Fig. 1: routed metal per tile
Scale: 4 px per um. The die is cut into 14 by 14 equal tiles; dark purple is low, yellow is high, scaled to the fullest tile. Values are wire area over tile area, all layers added.
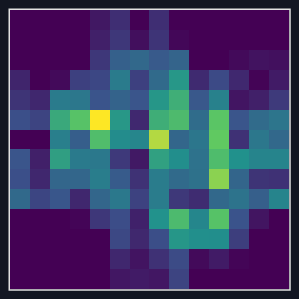
Fig. 2: pin placement
Scale: 6 px per um. Pins as bars across the die edge, other pins in grey.
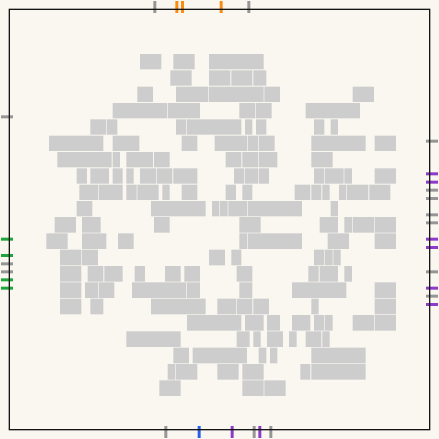
==> src/rtl/univ_shift_reg.sv <==
// Universal shift register: parallel load plus multi-step shift/rotate/arithmetic commands.
// Define UNIV_SHIFT_REG_PARITY_EN to add a registered parity output tracking ^q_out.
module univ_shift_reg #(
  parameter int unsigned WIDTH = 8,
  parameter int unsigned CNT_W = $clog2(WIDTH + 1)
) (
  input  logic             clk,
  input  logic             rst,
  input  logic             load,
  input  logic [WIDTH-1:0] d_par,
  input  logic             start,
  input  logic [2:0]       mode,
  input  logic [CNT_W-1:0] amount,
  input  logic             d_in,
  output logic [WIDTH-1:0] q_out,
  output logic             s_out,
  output logic             busy,
  output logic             done
`ifdef UNIV_SHIFT_REG_PARITY_EN
  ,
  output logic             parity
`endif
);

  typedef enum logic [0:0] {StIdle, StShift} state_e;

  localparam logic [CNT_W-1:0] CntMax  = CNT_W'(WIDTH);
  localparam logic [CNT_W-1:0] CntOne  = CNT_W'(1);
  localparam logic [CNT_W-1:0] CntZero = '0;

  state_e           state_q;
  logic [2:0]       mode_q;
  logic [CNT_W-1:0] cnt_q;
  logic [WIDTH-1:0] step_q;
  logic             step_s;
  logic [WIDTH-1:0] q_d;

  // One step of the latched mode; reserved encodings hold both q and s.
  always_comb begin
    step_q = q_out;
    step_s = s_out;
    case (mode_q)
      3'b000: begin
        step_q = {q_out[WIDTH-2:0], d_in};
        step_s = q_out[WIDTH-1];
      end
      3'b001: begin
        step_q = {d_in, q_out[WIDTH-1:1]};
        step_s = q_out[0];
      end
      3'b010: begin
        step_q = {q_out[WIDTH-2:0], q_out[WIDTH-1]};
        step_s = q_out[WIDTH-1];
      end
      3'b011: begin
        step_q = {q_out[0], q_out[WIDTH-1:1]};
        step_s = q_out[0];
      end
      3'b100: begin
        step_q = {q_out[WIDTH-1], q_out[WIDTH-1:1]};
        step_s = q_out[0];
      end
      default: begin
        step_q = q_out;
        step_s = s_out;
      end
    endcase
  end

  always_comb begin
    q_d = q_out;
    if (state_q == StIdle && load) begin
      q_d = d_par;
    end else if (state_q == StShift) begin
      q_d = step_q;
    end
  end

  always_ff @(posedge clk or posedge rst) begin
    if (rst) begin
      state_q <= StIdle;
      mode_q  <= 3'b000;
      cnt_q   <= CntZero;
      q_out   <= '0;
      s_out   <= 1'b0;
      busy    <= 1'b0;
      done    <= 1'b0;
`ifdef UNIV_SHIFT_REG_PARITY_EN
      parity  <= 1'b0;
`endif
    end else begin
      done   <= 1'b0;
      q_out  <= q_d;
`ifdef UNIV_SHIFT_REG_PARITY_EN
      parity <= ^q_d;
`endif
      case (state_q)
        StIdle: begin
          // load wins over start; a start seen alongside load is dropped.
          if (!load && start) begin
            if (amount == CntZero) begin
              done <= 1'b1;
            end else begin
              mode_q  <= mode;
              cnt_q   <= (amount > CntMax) ? CntMax : amount;
              busy    <= 1'b1;
              state_q <= StShift;
            end
          end
        end
        StShift: begin
          s_out <= step_s;
          cnt_q <= cnt_q - CntOne;
          if (cnt_q == CntOne) begin
            state_q <= StIdle;
            busy    <= 1'b0;
            done    <= 1'b1;
          end
        end
        default: state_q <= StIdle;
      endcase
    end
  end

endmodule

==> config.mk <==
export PLATFORM = sky130hd
export DESIGN_NAME = univ_shift_reg
export DESIGN_NICKNAME = d
export VERILOG_FILES = /design/src/rtl/univ_shift_reg.sv
export SDC_FILE = /design/constraint.sdc
export NUM_CORES = 1
export LEC_CHECK = 0
export CORE_MARGIN = 5
export CORE_UTILIZATION = 30
export CTS_CLUSTER_SIZE = 28
export DETAILED_ROUTE_END_ITERATION = 8
export GPL_ROUTABILITY_DRIVEN = 1
export PLACE_DENSITY = 0.58
export SLEW_MARGIN = 40
export SYNTH_ARGS = -nofsm -noshare
export SYNTH_HDL_FRONTEND = slang
export SYNTH_SLANG_ARGS = --single-unit
==> constraint.sdc <==
create_clock -name clk -period 1.7 [get_ports clk]
set_input_delay 0.255 -clock clk [delete_from_list [all_inputs] [get_ports clk]]
set_output_delay 0.255 -clock clk [all_outputs]
set_load 0.02 [all_outputs]
==> GITHUB_STEP_SUMMARY <==
## Implementation flow summary

| Metric | Value |
|---|---|
| Status | `finished, final reports clean` |
| Die area | `approximately 0.005 sq mm` |
| First-pass GRT wire length | `4560 um` |
| Sequential cell area | `475.5 sq um` |
| Post CTS Setup Buffer Count | `0` |
| P&R area growth vs syn | `42.54%` |
| Power after layout | `approximately 0.0027 W` |
| Worst hold path class | `input pin to asynchronous set/reset pin` |
| Setup slack after layout | `a little under 0.08 ns` |
| Fmax | `just over 0.6 GHz` |
| PostCTS Resize Cnt | `0` |
| Chip area in the Yosys report | `around 0.0011 sq mm` |
| Combinational gate area | `roughly 560 sq um` |
| Slowest cell on crit path | `clkdlybuf4s50_1` |
| RSZ-0062 raised after global routing | `no` |
| Final core utilization | `0.4515` |
| CP cell instances | `clkdlybuf4s50_1` |
| Max-cap violations | `0` |
| FP Rows | `21` |
| CTS max path bufs | `2` |
| Via-to-Cell Ratio | `4.975` |
| Critical Path Max Stage Delay | `~0.64 ns` |
| Grt ovf | `0` |
| Setup violators final | `0` |
| LEAKAGE | `~0.65 nW` |
| Synth unique cells | `33` |
| Antenna Nets Post-Route | `0` |
| Warning count from the yosys run | `0` |
| Tool Warnings | `27` |
| Asr flop ratio synth | `1.000` |
| Critical Path Start Type | `flip-flop` |
| DR WL/cell | `approximately 13 um` |
| Critical Path Sink Type | `output port` |
| Synth Net Count | `~130` |
| Clk sinks | `19` |
| CP Class | `flip-flop to output port` |
| Num CTS Buffers | `3` |
| Layout Nets | `~180` |
| Synth top area cells | `dfrtp_1, a22o_1, a21oi_1, mux2_4, nand2_1` |
| Initial Util | `0.3167` |
| Synthesized area | `0.001074 sq mm` |
| CTS tree | `done` |
| Pins Over Slew Limit | `0` |
| CP max FO | `5` |
| Detailed placement HPWL | `between 2000 and 2500 um` |
| Iteration-0 DRC Markers | `between 50 and 60` |
| Delay-heaviest family, CP | `buffers and inverters` |
| Crit share post-route | `0.9538` |
| Clk root buf | `clkbuf_4` |
| Initial antenna violation count | `0` |
| Yosys reg bits | `19` |
| DR DRC count | `0` |
| Diodes inserted | `0` |
| Synth cell count leaders | `dfrtp_1, nand2_1, a21oi_1` |
| Seq share, synth | `0.4429` |
| WP data arrival | `between 1 and 1.5 ns` |
| Core Area | `between 0.003 and 0.004 sq mm` |
| Top-level I/O count | `31` |
| Synth Area per Inst | `just under 10 sq um` |
| Number of iterations in the first detailed-routing pass | `5` |
| IO buf count | `30` |
| Rel. slew slack | `0.6208` |
| Hold Buf Count CTS | `0` |
| Cell with the most instances after synthesis | `dfrtp_1` |
| Final Hold Fails | `0` |
| Largest area contributor in the netlist | `dfrtp_1` |
| Worst-margin pin slew | `0.5688 ns` |
| Crit path time final | `1.621 ns` |
| Post-Syn Instances | `approximately 110` |
| Buf/Inv on CP | `1` |
| Vias in the first global route | `about 1,000` |
| Clk_skew | `roughly 0.0065 ns` |
| Reg clk slew, reported paths | `between 0.1 and 0.15 ns` |
| Commonest flop | `dfrtp_1` |
| Layout cells sized above 1 | `0.1438` |
| Clk_lat worst skew | `a little under 0.3 ns` |
| Routability cong. | `roughly 0.76` |
| WP data required | `1.44 ns` |
| Placement Setup Slack | `-0.1118 ns` |
| Largest net degree at the start of global routing | `20` |
| Fillcell total | `between 300 and 400` |
| H-tree levels | `1` |
| # Cells Yosys | `111` |
| Post-synth top area share | `0.4429` |
| Cell Pwr Density | `1788 mW/mm^2` |
| Flip-flops with a built-in enable | `0` |
| Maximum vdd drop | `roughly 0.76 mV` |
-- Fig. 1 (at the start) --
31% of the tiles are nearly empty. 11% of the tiles are over half the peak. The fullest tile reaches 0.39. The mean over all tiles is 0.083.
final wirelength: 2566 um
via count: 990
GRT Total Usage: 0.1114

-- Fig. 2 (at the start) --
Orange stands for `mode`, pins 3, direction input, edge top. Purple stands for `q_out`, pins 8, direction output, edge 6 right, 2 bottom. Blue stands for `done`, pins 1, direction output, edge bottom. Green stands for `amount`, pins 4, direction input, edge left.
All pins by edge: 13 right, 7 left, 6 bottom, 5 top.
Die X: 69.82 um
Die Ht: 69.82 um

placed cells by master (no fill, tap or decap), types with 2 or more instances in the layout:
cell type        netlist  layout
a2111oi_0              2       2
a21oi_1               10      10
a221o_1                2       2
a221oi_1               2       2
a22o_1                 6       6
a22oi_1                4       4
buf_4                  0      12
clkbuf_4               0       3
clkdlybuf4s50_1        0      30
dfrtp_1               19      19
ha_1                   2       2
inv_1                  5       5
mux2_4                 3       3
nand2_1               11      11
nand2b_1               3       3
nor2_1                 8       8
nor2b_1                3       3
nor3_1                 4       4
nor3b_1                2       2
o21ai_0                5       5
o31ai_1                2       2
or3_1                  2       2
worst paths after layout:
path                                       start                    to  slack (ns)  cells after the start
max                         q_out[7]$_DFFE_PP0P_              q_out[7]        0.08                      1
min                                          rst  q_out[3]$_DFFE_PP0P_        0.27                      3
max reg2reg                mode_q[0]$_DFFE_PP0P_  q_out[2]$_DFFE_PP0P_        0.20                      5
min reg2reg                    s_out$_DFFE_PP0P_     s_out$_DFFE_PP0P_        0.49                      2
max in group asynchronous                    rst  q_out[1]$_DFFE_PP0P_        1.22                      3
min in group clk               s_out$_DFFE_PP0P_     s_out$_DFFE_PP0P_        0.49                      2
kinds of logic (layout without fill, tap and decap cells):
group | Yosys count | in the layout | synth area share
AND-OR/OR-AND | 37 | 37 | 0.2401
XOR/XNOR | 1 | 1 | 0.008160
adder cells (fa/ha/maj) | 2 | 2 | 0.02331
buffers and inverters | 9 | 51 | 0.03496
flip-flops | 19 | 19 | 0.4429
multiplexers | 4 | 4 | 0.05128
AND/OR/NAND/NOR | 39 | 39 | 0.1993
power breakdown:
group / switching [W] / internal [W]
sequential: 0.000201 / 0.000687
combinational: 0.000784 / 0.000837
clock: 0.000140 / 0.0000874
total: 0.00112 / 0.00161
stage by stage:
| step | instance area (sq um) | TNS, ns | std cells | hold slack [ns] |
|---|---|---|---|---|
| floorplan | 1074 | 0 | 111 | 0.2061 |
| global placement | 1503 | -0.3975 | 195 | 0.4705 |
| detailed placement | 1503 | -0.7165 | 195 | 0.4735 |
| CTS | 1530 | 0 | 199 | 0.2698 |
| global route | 1530 | 0 | 199 | 0.3113 |
| finish | 1530 | 0 | 199 | 0.2699 |
area by class of cell:
cell class                      instances  share of cell area
Tap cell                               46             0.03761
Inverter                                5             0.01226
Multi-Input combinational cell         83              0.3663
Timing Repair Buffer                   42              0.2551
Sequential cell                        19              0.3107
Clock buffer                            3             0.01472
Clock inverter                          1            0.003271
worst register-to-register path: stages, from the launching register on:
cell and delay [ns]:
dfrtp_1 0.39, buf_4 0.16, o21ai_0 0.24, nand2_1 0.24, a22o_1 0.26, o21ai_0 0.15
metal layers:
| metal | track usage | vias up | share of wire |
|---|---|---|---|
| li1 | - | 496 | - |
| met1 | 0.1286 | 470 | 0.44 |
| met2 | 0.2036 | 22 | 0.50 |
| met3 | 0.02899 | 2 | 0.058 |
| met4 | 0.02553 | 0 | 0.0039 |
| met5 | 0 | - | 0 |
flip-flops by register name, indices dropped and copies added (netlist names):
name / cells
mode_q: 3
cnt_q: 4
state_q: 1
s_out: 1
q_out: 8
busy: 1
done: 1
Power figures rest on the tool's default switching activity, not on a simulated workload.
